Wiring by layer:
Scale: 6 px per um.
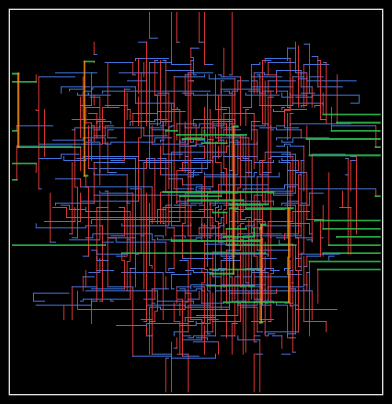
Routed clock nets over the placement:
Scale: 4 px per um.
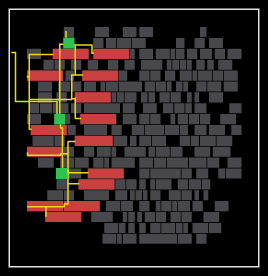
Close-up of the layout:
Window x 36 to 56, y 6 to 26 um. Cells in gray, sequential cells in the stronger gray; small squares are vias.
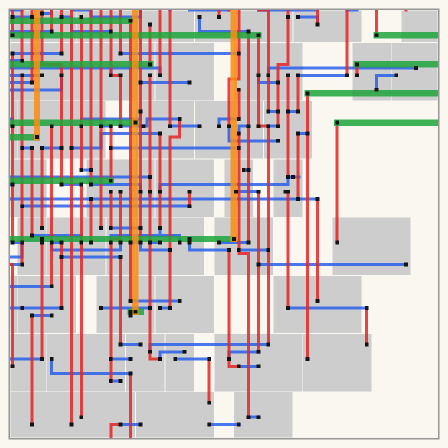
Gate families picked out:
Scale: 6 px per um.
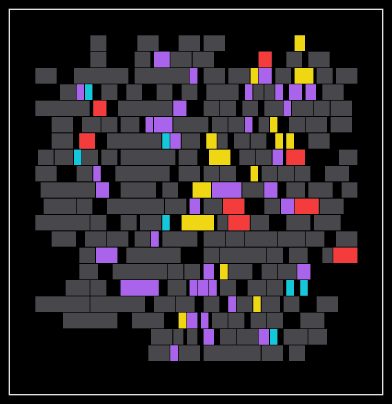
Routing congestion:
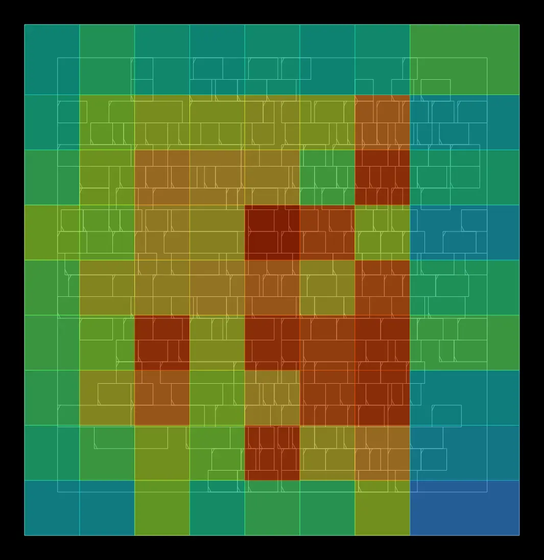
**src/rtl/control_pkg.sv**
```systemverilog
// Shared encodings for the microprogrammed control unit: sequencing field codes,
// well-known microstore addresses and the instruction opcodes that dispatch to them.
package control_pkg;

    localparam logic [2:0] N_ENC     = 3'b000;
    localparam logic [2:0] N_CR      = 3'b001;
    localparam logic [2:0] N_INC     = 3'b010;
    localparam logic [2:0] N_CR_INC  = 3'b011;
    localparam logic [2:0] N_CR_ENC  = 3'b100;
    localparam logic [2:0] N_ENC_INC = 3'b101;
    localparam logic [2:0] N_RESET   = 3'b110;
    localparam logic [2:0] N_HOLD    = 3'b111;

    localparam logic [1:0] S_MOC  = 2'b00;
    localparam logic [1:0] S_COND = 2'b01;
    localparam logic [1:0] S_ZERO = 2'b10;
    localparam logic [1:0] S_ONE  = 2'b11;

    localparam int ST_RESET   = 0;
    localparam int ST_RTYPE   = 10;
    localparam int ST_ADDI    = 20;
    localparam int ST_LW      = 30;
    localparam int ST_SW      = 40;
    localparam int ST_BEQ     = 50;
    localparam int ST_J       = 60;
    localparam int ST_ILLEGAL = 127;

    localparam logic [5:0] OP_RTYPE = 6'h00;
    localparam logic [5:0] OP_ADDI  = 6'h08;
    localparam logic [5:0] OP_LW    = 6'h23;
    localparam logic [5:0] OP_SW    = 6'h2B;
    localparam logic [5:0] OP_BEQ   = 6'h04;
    localparam logic [5:0] OP_J     = 6'h02;

endpackage

```
**src/rtl/opcode_encoder.sv**
```systemverilog
// Maps the instruction opcode to the entry address of its microcode routine;
// unknown opcodes land on the illegal-instruction handler.
module opcode_encoder
    import control_pkg::*;
#(
    parameter int STATE_W = 7
) (
    input  logic [5:0]         opcode,
    output logic [STATE_W-1:0] addr
);

    // NOTE: every always_comb output gets a default first so no path can infer a latch.
    always_comb begin
        addr = STATE_W'(ST_ILLEGAL);
        case (opcode)
            OP_RTYPE: addr = STATE_W'(ST_RTYPE);
            OP_ADDI:  addr = STATE_W'(ST_ADDI);
            OP_LW:    addr = STATE_W'(ST_LW);
            OP_SW:    addr = STATE_W'(ST_SW);
            OP_BEQ:   addr = STATE_W'(ST_BEQ);
            OP_J:     addr = STATE_W'(ST_J);
            default:  addr = STATE_W'(ST_ILLEGAL);
        endcase
    end

endmodule

```
**src/rtl/micro_sequencer.sv**
```systemverilog
// Next-address engine: selects the following microstore address from the current
// word's sequencing fields, datapath status and the opcode dispatch table.
module micro_sequencer
    import control_pkg::*;
#(
    parameter int STATE_W     = 7,
    parameter int RESET_STATE = 0
) (
    input  logic               clk,
    input  logic               reset_n,
    input  logic [2:0]         N,
    input  logic [1:0]         S,
    input  logic               IncRld,
    input  logic               Inv,
    input  logic [STATE_W-1:0] CR,
    input  logic               MOC,
    input  logic               Cond,
    input  logic [5:0]         Opcode,
    output logic [STATE_W-1:0] State
);

    localparam logic [STATE_W-1:0] RESET_ADDR = STATE_W'(RESET_STATE);
    localparam logic [STATE_W-1:0] RESET_INC  = STATE_W'(RESET_STATE + 1);

    logic [STATE_W-1:0] inc_reg;
    logic [STATE_W-1:0] enc_addr;
    logic [STATE_W-1:0] next_state;
    logic               sel;
    logic               cond;

    opcode_encoder #(.STATE_W(STATE_W)) u_encoder (
        .opcode (Opcode),
        .addr   (enc_addr)
    );

    always_comb begin
        sel = 1'b0;
        case (S)
            S_MOC:   sel = MOC;
            S_COND:  sel = Cond;
            S_ZERO:  sel = 1'b0;
            S_ONE:   sel = 1'b1;
            default: sel = 1'b0;
        endcase
        cond = sel ^ Inv;
    end

    always_comb begin
        next_state = State;
        case (N)
            N_ENC:     next_state = enc_addr;
            N_CR:      next_state = CR;
            N_INC:     next_state = inc_reg;
            N_CR_INC:  next_state = cond ? CR : inc_reg;
            N_CR_ENC:  next_state = cond ? CR : enc_addr;
            N_ENC_INC: next_state = cond ? enc_addr : inc_reg;
            N_RESET:   next_state = RESET_ADDR;
            N_HOLD:    next_state = State;
            default:   next_state = State;
        endcase
    end

    // The incrementer tracks the address being entered, so a later N_INC resumes
    // right after it even when State itself is held.
    // NOTE: registers use non-blocking assignments so all flops update together on the edge.
    always_ff @(posedge clk or negedge reset_n) begin
        if (!reset_n) begin
            State   <= RESET_ADDR;
            inc_reg <= RESET_INC;
        end else begin
            State <= next_state;
            if (IncRld)
                inc_reg <= next_state + STATE_W'(1);
        end
    end

endmodule

```
**config.mk**
```make
export PLATFORM = sky130hd
export DESIGN_NAME = micro_sequencer
export DESIGN_NICKNAME = d
export VERILOG_FILES = /design/src/rtl/control_pkg.sv /design/src/rtl/opcode_encoder.sv /design/src/rtl/micro_sequencer.sv
export SDC_FILE = /design/constraint.sdc
export NUM_CORES = 1
export LEC_CHECK = 0
export CORE_AREA = 4 4 58 60
export CTS_BUF_LIST = sky130_fd_sc_hd__clkbuf_4 sky130_fd_sc_hd__clkbuf_8 sky130_fd_sc_hd__clkbuf_16
export CTS_CLUSTER_SIZE = 16
export DETAILED_ROUTE_END_ITERATION = 8
export DIE_AREA = 0 0 62 64
export PLACE_DENSITY_LB_ADDON = 0.2
export SYNTH_ARGS = -nofsm -noshare
export SYNTH_HDL_FRONTEND = slang
export SYNTH_SLANG_ARGS = --single-unit
```
**constraint.sdc**
```tcl
create_clock -name clk -period 2.05 [get_ports clk]
set_input_delay 0.205 -clock clk [delete_from_list [all_inputs] [get_ports clk]]
set_output_delay 0.205 -clock clk [all_outputs]
set_load 0.005 [all_outputs]
```
==> git commit body <==
Log flow metrics for this revision

- Instance count after placement with tap cells included: 235
- Per the layout area report, the register area comes to 352 um^2.
- Most instantiated cells after synthesis: sky130_fd_sc_hd__nand2_1, sky130_fd_sc_hd__dfrtp_1, sky130_fd_sc_hd__nand3_1
* Number of max-capacitance violations reported: 0
* Bufs w/o clock: 82
- Part of the power in registers: 0.342
* Die outline height: 64 um
* Clock slew at the register clock pins of the worst setup and hold paths: 0.09 ns
* Mean instance size in the synthesized netlist: 8.69 um^2
- Per the final report, the share of cell area in clock cells is 0.0146.
- Setup repair after global routing could not meet its margin everywhere.
* DRT antenna net count: 0
* Number of tap cells inserted: 33
- LEAKAGE: 0.908 nW
- Type of element capturing the critical path: flop
* Max transition margin: 0.586
- Logic family by area: AND-OR/OR-AND gates
- No sink is reached through more buffers than the 2 on the longest clock path.
* Number of top-level design ports: 31
* Post-Layout Inst Area: 2060 um^2
- Setup slack on the critical path of the routed design comes to -0.282 ns.
- Measured slew at the worst slew-check pin: 0.620 ns
- Finish-stage setup viols: 6
- For reference, the critical path cell chain is clkdlybuf4s50_1, inv_1, a211oi_2, and3b_2, a221o_1, a211o_1, ha_4, xor2_2, mux2_4.
- In this run, the synthesized area fraction spent on xor and xnor cells is recorded as 0.0284.
* Area share of the leading cell type in the synthesized netlist: 0.264
- Buffers placed on the I/O ports in this run total 30.
- Failing checks: negative setup slack
- In this run, power in combinational logic comes to 0.602 mW.
* Critical Path Slowest Stage Cell: sky130_fd_sc_hd__clkdlybuf4s50_1
- The top cell types in the final layout, fill and taps aside, are sky130_fd_sc_hd__buf_4, sky130_fd_sc_hd__clkdlybuf4s50_1, sky130_fd_sc_hd__nand2_1, sky130_fd_sc_hd__dfrtp_1, sky130_fd_sc_hd__nand3_1.
- In the synthesized netlist the async set-or-reset flop fraction comes to 1.00.
- In this run, the synthesized area fraction spent on AND-OR/OR-AND gates is recorded as 0.290.
- Placement Setup Slack: -1.07 ns
* Crit path max-delay family: AND-OR/OR-AND gates
- Vias in the first global route: 1463
- Switching power as a share of total power: 0.333
- The chip occupies 3970 um^2.
* Pwr top: combinational logic
- The first global-routing pass estimated 6.45 mm of wire.
- Maximum number of pins on one net before global-route repair: 18
- Counting both buffers and inverters, the worst setup path holds a total of 2.
- Detailed placement finished with a half-perimeter wire length of 3.05 mm.
* Placer's final routability congestion estimate: 0.923
- Peak supply drop: 475 uV
- Final-stage net count: 244
- The run finished, with violations left.
* Data arrival time at the worst-slack endpoint: 2.49 ns
- For this configuration, the core starts out at a cell density of 0.421.
* Clock network fraction of design power: 0.148
- There are 14 flip-flops and latches.
- The power report lists cell-internal power as 0.787 mW.
* Required time reported for the critical path endpoint: 2.21 ns
- Number of synthesized register bits: 14
* Top cell type by instance count after synthesis: sky130_fd_sc_hd__nand2_1
- Synthesis-to-layout area growth: 67.2%
* Comb power frac: 0.510
* Die Span X: 62 um
- Period minus WS final: 2.33 ns
* Library cell with the largest summed area after synthesis: sky130_fd_sc_hd__dfrtp_1
- Summing all multiplexer cells gives an area fraction of 0.0527.
* Worst hold-check path type: in2async
Notes on 'wiring by layer' above:
| color | layer | wire length |
|---|---|---|
| orange | metal 4 | 87.7 um |
| green | metal 3 | 322 um |
| blue | metal 1 | 1630 um |
| red | metal 2 | 2140 um |
Total Wirelength: 4.18 mm
gr usage total: 0.212
wire per inst: 16.7 um

Notes on 'routed clock nets over the placement' above:
[red] flip-flops | count: 14
[yellow] clock wires | length: 184 um
[green] clock drivers | count: 3
routed clock nets: 4
Final Skew: 0.00891 ns
clock network power: 0.175 mW
insertion delay of the later-clocked pin in the worst-skew pair: 0.28 ns

Notes on 'close-up of the layout' above:
| color | layer |
|---|---|
| red | metal 2 |
| blue | metal 1 |
| green | metal 3 |
| orange | metal 4 |
sequential cells in the window: 0
most frequent: buf_4 (10)
cells with their middle in the window: 37

Notes on 'gate families picked out' above:
| color | family | cells | most used |
|---|---|---|---|
| red | and/or cells | 8 | or2_2 |
| purple | nand cells | 35 | nand2_1 |
| cyan | inv cells | 7 | inv_1 |
| yellow | nor cells | 14 | nor2_1 |
multi-input logic portion of the cell area: 0.441
Non-Filler Instances: 251
most common logic cell in the routed design: sky130_fd_sc_hd__buf_4

Notes on 'routing congestion' above:
met3 Usage GRT: 0.0162
fraction of met2 tracks used by global routing: 0.373
most heavily used metal layer in global routing: met2

## timing repair
item                                    4_1_cts  5_1_grt
endpoints found under the setup margin       14        7
hold buffers                                  0        0
pin swaps                                    11       12
gates resized                                29        9
setup buffers                                 5        7
## metal layers
layer  vias up  wire length, um  GRT usage
li1        700                -          -
met2        67             2140      0.373
met5         -                0          0
met3        11              322     0.0162
met1       694             1630      0.267
met4         0               87     0.0610
## worst paths after layout
| kind | start | depth (start not counted) | to |
|---|---|---|---|
| setup reg to reg | inc_reg[0] | 9 | inc_reg[6] |
| hold / removal | reset_n | 1 | State[5] |
| min in group clk | inc_reg[6] | 2 | inc_reg[6] |
| hold reg to reg | inc_reg[6] | 2 | inc_reg[6] |
| max in group asynchronous | reset_n | 1 | State[3] |
| setup / recovery | N[0] | 9 | inc_reg[2] |
No activity file was given, so power comes from the tool's default toggle rates.
